==> config.mk <==
export PLATFORM = sky130hd
export DESIGN_NAME = mont_red_pipe
export DESIGN_NICKNAME = d
export VERILOG_FILES = /design/src/rtl/mont_pkg.sv /design/src/rtl/mont_mac_stage.sv /design/src/rtl/mont_red_pipe.sv
export SDC_FILE = /design/constraint.sdc
export NUM_CORES = 1
export LEC_CHECK = 0
export CAP_MARGIN = 30
export CORE_UTILIZATION = 68
export DETAILED_ROUTE_END_ITERATION = 8
export HOLD_SLACK_MARGIN = 0.15
export PLACE_DENSITY = 0.88
export SLEW_MARGIN = 5
export SYNTH_ARGS = -nofsm -noshare
export SYNTH_HDL_FRONTEND = slang
export SYNTH_HIERARCHICAL = 1
export SYNTH_SLANG_ARGS = --single-unit
==> constraint.sdc <==
create_clock -name clk -period 17.3 [get_ports clk]
set_input_delay 3.46 -clock clk [delete_from_list [all_inputs] [get_ports clk]]
set_output_delay 3.46 -clock clk [all_outputs]
set_load 0.1 [all_outputs]
### Clock nets, run 1

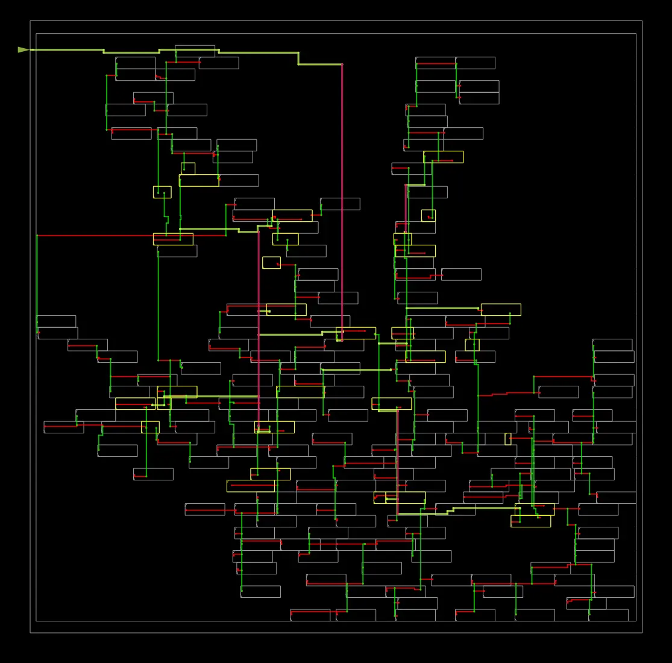
Clock Buffer Count: 19
clock latency on the worst-skew pair: 0.43 ns
number of flip-flops and latches: 165

### Clock distribution, run 1

Bar = 50 µm.
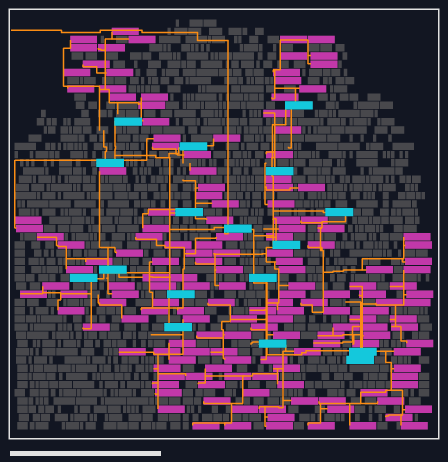
- magenta: flip-flops (count 165)
- cyan: clock-net drivers (count 17)
- orange: clock wires (length 1940 µm)
- routed clock nets: 18
largest clock skew in the final design: 0.01463 ns

### Wire density map, run 1

The die is cut into 28 by 28 equal tiles; dark blue is low, red is high, scaled to the fullest tile. Values are wire area over tile area, all layers added.
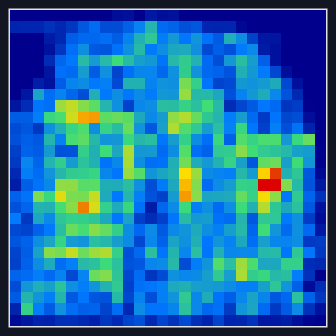
- mean over tiles: 0.21
- nearly empty tiles: 9.7%
- emptiest ninth of the die: upper right
GRT Util Overall: 0.2854
aggregate routed wire length: 26860 µm
average wire per cell in the routed design: 16.32 µm
total vias in the final route: 9464

==> Changelog: implementation, run 1 <==
### Changed

* Diode insertion count for antenna repair at 0
* Count of pins over their slew limit at 0
* Synthesized-area fraction occupied by ao, oa, aoi and oai cells at 0.09614
* Worst-margin pin slew at 0.9998 ns
* Initial antenna violation count at 0
* Data arrival at the endpoint of the critical path at 5.58 ns
* Syn. warnings at 6
* Violation count after the first detailed-routing iteration at 523
* Most common cell after layout, fill and taps aside: inv_1
* Count of cells along the worst register-to-register path at 17
* Kind of end point of the critical path: output pin
* Path category of the worst min-delay check: reg -> reg
* CP startpoint kind: input port
* Number of DRC violations after detailed routing at 0
* Highest attainable clock frequency at 110.6 MHz
* Setup Viol. Count Final at 0
* TritonCTS clock tree: done
* Gp weighted congestion at 0.9506
* Status: completed
* Number of hold buffers added after CTS at 0
* Bufs on Longest Clock Path at 2
* Most numerous logic cells after layout: inv_1 (215), dfrtp_1 (165), mux2_2 (149)
* Core box area at 0.01889 mm²
* Critical path required time at 13.84 ns
* Top FF cell, synth: dfrtp_1
* Worst slew slack as a fraction of its limit at 0.3314
* Proportion of synthesized flip-flops having asynchronous set or reset at 1.000
* Total half-perimeter wirelength after legalization and detailed placement at 20230 µm
* WHS Path Cells at 2
* Setup repair after global routing missed its margin: no
* Combined area of all synthesized cells at between 0.01 and 0.015 mm²
* Clock Sink Count at 165
* Post-Synthesis Cells at ~1300
* Largest family of logic cells by area: adder cells
* Multiplexer fraction of the synthesized cell area at 0.1279
* Hold_ws at 0.4614 ns
* Floorplan utilization at 0.7026
* Register area share after synthesis at 0.3111
* Yosys synthesis chip area at around 0.013 mm²
* Remaining antenna violation count at 0
* Number of warnings in the stage logs at 36
* Setup TNS at 0 ns
* Adder-cell share of the synthesized area at 0.1925
* Count of buffers added by post-CTS timing repair for setup at 0
* Synth-to-layout area growth at 9.822%
* Wire length of the first global-routing pass at ~45000 µm
* Flip-flop count of the largest register after layout at 128
* Shortest period the worst path allows at ~9.0 ns
* Reg area at 0.004129 mm²
* Row count at 50
* Via density per instance at 5.750
* Number of gates resized after cts at 0
* TritonCTS buffer count at 17
* Layout cells sized above 1 at 0.1703
* Vertical extent of the die at 141.7 µm
* Filler cell count in the final layout at 1188
* Number of global-route vias before repair at 9851
* Total of max-cap violations at 0
[run 1: cells in the mapped netlist, drive strengths merged (14+ instances only)]
| cell type | n | share of area |
|---|---|---|
| xor2 | 57 | 0.038 |
| fa | 52 | 0.078 |
| a21oi | 62 | 0.026 |
| ha | 121 | 0.11 |
| nand3 | 32 | 0.015 |
| nor2 | 46 | 0.014 |
| xnor2 | 55 | 0.036 |
| o21ai | 32 | 0.013 |
| nor4 | 15 | 0.0071 |
| buf | 39 | 0.021 |
| nor3 | 27 | 0.013 |
| and3 | 14 | 0.0070 |
| nand2 | 85 | 0.024 |
| inv | 216 | 0.061 |
| dfrtp | 165 | 0.31 |
| mux2 | 149 | 0.13 |
[run 1: area by class of cell]
type / instances / area share
inverter: 216 / 0.05596
clock buffer: 19 / 0.03038
timing repair buffer: 62 / 0.04171
tap: 260 / 0.02232
sequential: 165 / 0.2832
clock inverter: 12 / 0.01124
multi-input combinational: 912 / 0.5551
[run 1: critical path, stage by stage]
cell             delay (ns)
clkdlybuf4s50_1        0.42
nor2b_1                0.21
nand4_1                0.17
or2_2                  0.33
clkdlybuf4s50_1        0.98
[run 1: logic make-up (layout without fill, tap and decap cells)]
group                      after synthesis  in the layout
AOI/OAI and AO/OA                      174            174
xor gates and xnor gates               112            112
adders and majority gates              173            173
buffers and inverters                  268            309
DFF                                    165            165
muxes                                  151            151
other                                    4             28
and+or+nand+nor                        274            274
[run 1: metrics by stage]
stage	cells	instance area, µm²	setup slack [ns]	util
global route	1646	14580	8.181	0.7716
detailed placement	1615	13970	8.267	0.7395
finish	1646	14580	8.261	0.7716
floorplan	1345	13360	9.378	-
global placement	1615	13970	8.325	0.7395
CTS	1646	14580	8.255	0.7716
[run 1: layer usage]
layer	share of wire	global-route usage
met2	0.53	0.5237
met1	0.41	0.3340
met3	0.030	0.03780
met5	0	0
met4	0.030	0.1217
==> inputs of run 2 (changes only) <==
Settings changed: CORE_UTILIZATION 68 to 63, PLACE_DENSITY 0.88 to 0.82.
Clock period 17.3 ns to 8.75 ns, I/O delays scaled along.
### Wire density map, run 2

The die is cut into 29 by 29 equal tiles; dark blue is low, red is high, scaled to the fullest tile. Values are wire area over tile area, all layers added.
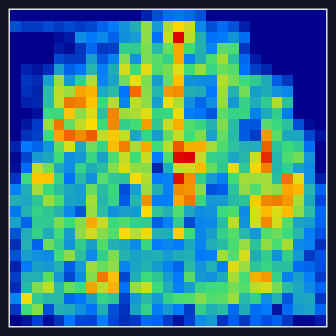
- tiles over half the peak: 30%
- emptiest ninth of the die: upper right
- densest ninth of the die: center
- mean over tiles: 0.19
aggregate routed wire length: 26170 µm
total vias in the final route: 9307
GRT Util Overall: 0.2556
average wire per cell in the routed design: 15.79 µm

### Cell classes on the final placement, run 2

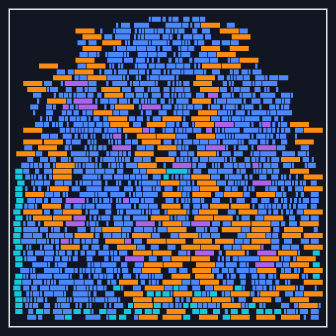
- purple: clock drivers and dummy loads (cells 31)
- cyan: remaining buffers and delay cells (cells 63)
- blue: remaining logic cells (cells 1128)
- orange: registers (cells 165)
final core area utilization: 0.7142
fraction of area in registers: 0.2830

### The metal 4 layer, run 2

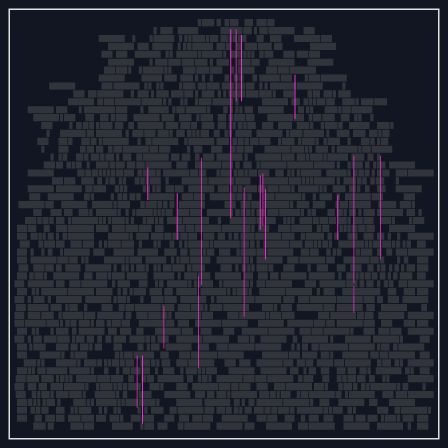
- main direction: vertical
- share of all routed wire: 1.9%

==> Changelog: implementation, run 2 <==
### Changed

* Most frequently used cell type in the post-synthesis netlist: inv_1
* Count of cells along the worst register-to-register path at 16
* Count of buffers added by post-CTS timing repair for setup at 0
* Largest clock skew in the final design at 0.01212 ns
* Setup repair after global routing missed its margin: no
* Top cells by area: dfrtp_1 (31%), mux2_2 (13%), ha_1 (11%)
* Diode insertion count for antenna repair at 0
* Violation count after the first detailed-routing iteration at 306
* Count of library flops with an enable pin at 0
* Floorplan utilization at 0.6497
* Syn. warnings at 6
* TritonCTS clock tree: done
* Layout cells sized above 1 at 0.1709
* Highest attainable clock frequency at 163.6 MHz
* Mean Syn Cell Area at 10.05 µm²
* Most numerous logic cells after layout: inv_1 (215), dfrtp_1 (165), mux2_2 (149)
* Synth area leader: dfrtp_1
* Vertical extent of the die at 147.2 µm
* Initial antenna violation count at 0
* Clock Sink Count at 165
* Shortest period the worst path allows at approximately 6.1 ns
* Flip-flop count of the largest register after layout at 128
* CP startpoint kind: input port
* Worst-path fanout max at 7
* Worst setup slack for register-to-register paths at 3.90 ns
* Placed Area at 0.01401 mm²
* Synth-to-layout area growth at 9.926%
* Number of hold buffers added after CTS at 0
* Via density per instance at 5.617
* Final design instance area without fill at roughly 0.015 mm²
* Stage delay of the slowest cell on the critical path at 0.63 ns
* Setup Viol. Count Final at 0
* Yosys synthesis chip area at between 0.01 and 0.015 mm²
* Critical path, cell by cell: clkdlybuf4s50_1 -> inv_1 -> ha_1 -> nand2_1 -> xor2_1 -> ha_1 -> inv_1 -> fa_1 -> fa_1 -> inv_1 -> ha_1 -> a21oi_1 -> o21a_1 -> o21ai_0 -> a221oi_2 -> nor3_1 -> xor2_1 -> mux2_2
* Critical path required time at 9.06 ns
* TritonCTS buffer count at 17
* Kind of end point of the critical path: flip-flop
* Most used standard cells in the synthesized netlist: inv_1 (216), dfrtp_1 (165), mux2_2 (149)
* Chip Width at 147.2 µm
* Number of warnings in the stage logs at 34
* Remaining antenna violation count at 0
* Count of pins over their slew limit at 0
* Number of different library cells in the post-synthesis netlist at 85
* Wire length of the first global-routing pass at 44450 µm
* Root buffer selected by CTS: clkbuf_16
* Total of max-cap violations at 0
* H-tree level count at 4
* Total half-perimeter wirelength after legalization and detailed placement at 20220 µm
* Number of DRC violations after detailed routing at 0
* Clock latency on the worst-skew pair at 0.43 ns
* Number of storage elements in the synthesis netlist at about 170
* Chip Area at approximately 0.022 mm²
* Start-to-end type of the worst setup path: in -> reg
* Combined area of all synthesized cells at 0.01327 mm²
* Synth top area share at 0.3111
* Bufs on Longest Clock Path at 2
* Maximum number of pins on one net before global-route repair at 79
* Setup TNS at 0 ns
* Core box area at 0.02043 mm²
* Row count at 52
* Cells in synth_stat.txt at 1321
* Final worst path period share at 0.6985
* Path category of the worst min-delay check: reg -> reg
* Gp weighted congestion at 0.8625
* Most common cell after layout, fill and taps aside: inv_1
* Data arrival at the endpoint of the critical path at 6.43 ns
* Fin nets at ~1600
* Number of gates resized after cts at 0
* Quantity of I/O buffers inserted on ports at 57
* Clock-pin slew reported for the worst setup and hold paths after clock tree synthesis at 0.07 ns
* Status: completed
* Number of failing hold endpoints at the final stage at 0
* I/O pin count at 58
* Top FF cell, synth: dfrtp_1
* Worst-path cell with the longest stage delay: clkdlybuf4s50_1
* Proportion of synthesized flip-flops having asynchronous set or reset at 1.000
* Worst-margin pin slew at 0.9842 ns
* Router iterations before antenna repair at 5
* Worst slew slack as a fraction of its limit at 0.3418
* WHS Path Cells at 2
* Number of global-route vias before repair at a little under 10000
* Register area share after synthesis at 0.3111
* Post-Synthesis Cells at roughly 1300
* Overall overflow remaining after global route at 0
run 2: cell types whose count changed in the layout (fill, tap and decap cells not counted):
| cell | before | now |
|---|---|---|
| bufinv_16 | 2 | 1 |
| inv_6 | 3 | 5 |
| inv_8 | 4 | 3 |
| clkinvlp_4 | 1 | 0 |
| buf_16 | 0 | 1 |
| clkinv_2 | 0 | 1 |
run 2: layer usage:
metal	global-route usage	vias to the layer above	wire length, µm
li1	-	4516	-
met1	0.3017	4575	11100
met2	0.4752	175	13930
met3	0.03634	41	642
met4	0.08093	0	489
met5	0	-	0
run 2: critical path, delay by kind of cell:
family | cells | cell delay, ns
buffers and inverters | 4 | 0.89
XOR/XNOR | 2 | 0.46
AND-OR/OR-AND | 4 | 1.00
adder cells (fa/ha/maj) | 5 | 1.85
AND/OR/NAND/NOR | 2 | 0.20
multiplexers | 1 | 0.28
run 2: metrics by stage:
step | instances | hold WS, ns | util | worst slack [ns]
global route | 1657 | 0.5023 | 0.7142 | 2.404
finish | 1657 | 0.4821 | 0.7142 | 2.638
global placement | 1625 | 0.4440 | 0.6845 | 2.307
detailed placement | 1626 | 0.4750 | 0.6858 | 2.247
CTS | 1657 | 0.4812 | 0.7142 | 2.691
floorplan | 1345 | 0.4351 | - | 2.538
run 2: final cells by class:
type	count	area [µm²]
clock buffers	19	442.9
clock inverters	12	137.6
fillers	1456	5838
inverters	216	815.8
multi-input cells	912	8093
flip-flops and latches	165	4129
well taps	270	337.8
repair buffers	63	635.6
run 2: logic make-up after synthesis:
family	after synthesis	share of synthesized area
other	4	0.001131
XOR/XNOR	112	0.07390
flip-flops	165	0.3111
adder cells (fa/ha/maj)	173	0.1925
buffers and inverters	268	0.08606
AND-OR/OR-AND	174	0.09615
multiplexers	151	0.1279
AND/OR/NAND/NOR	274	0.1113
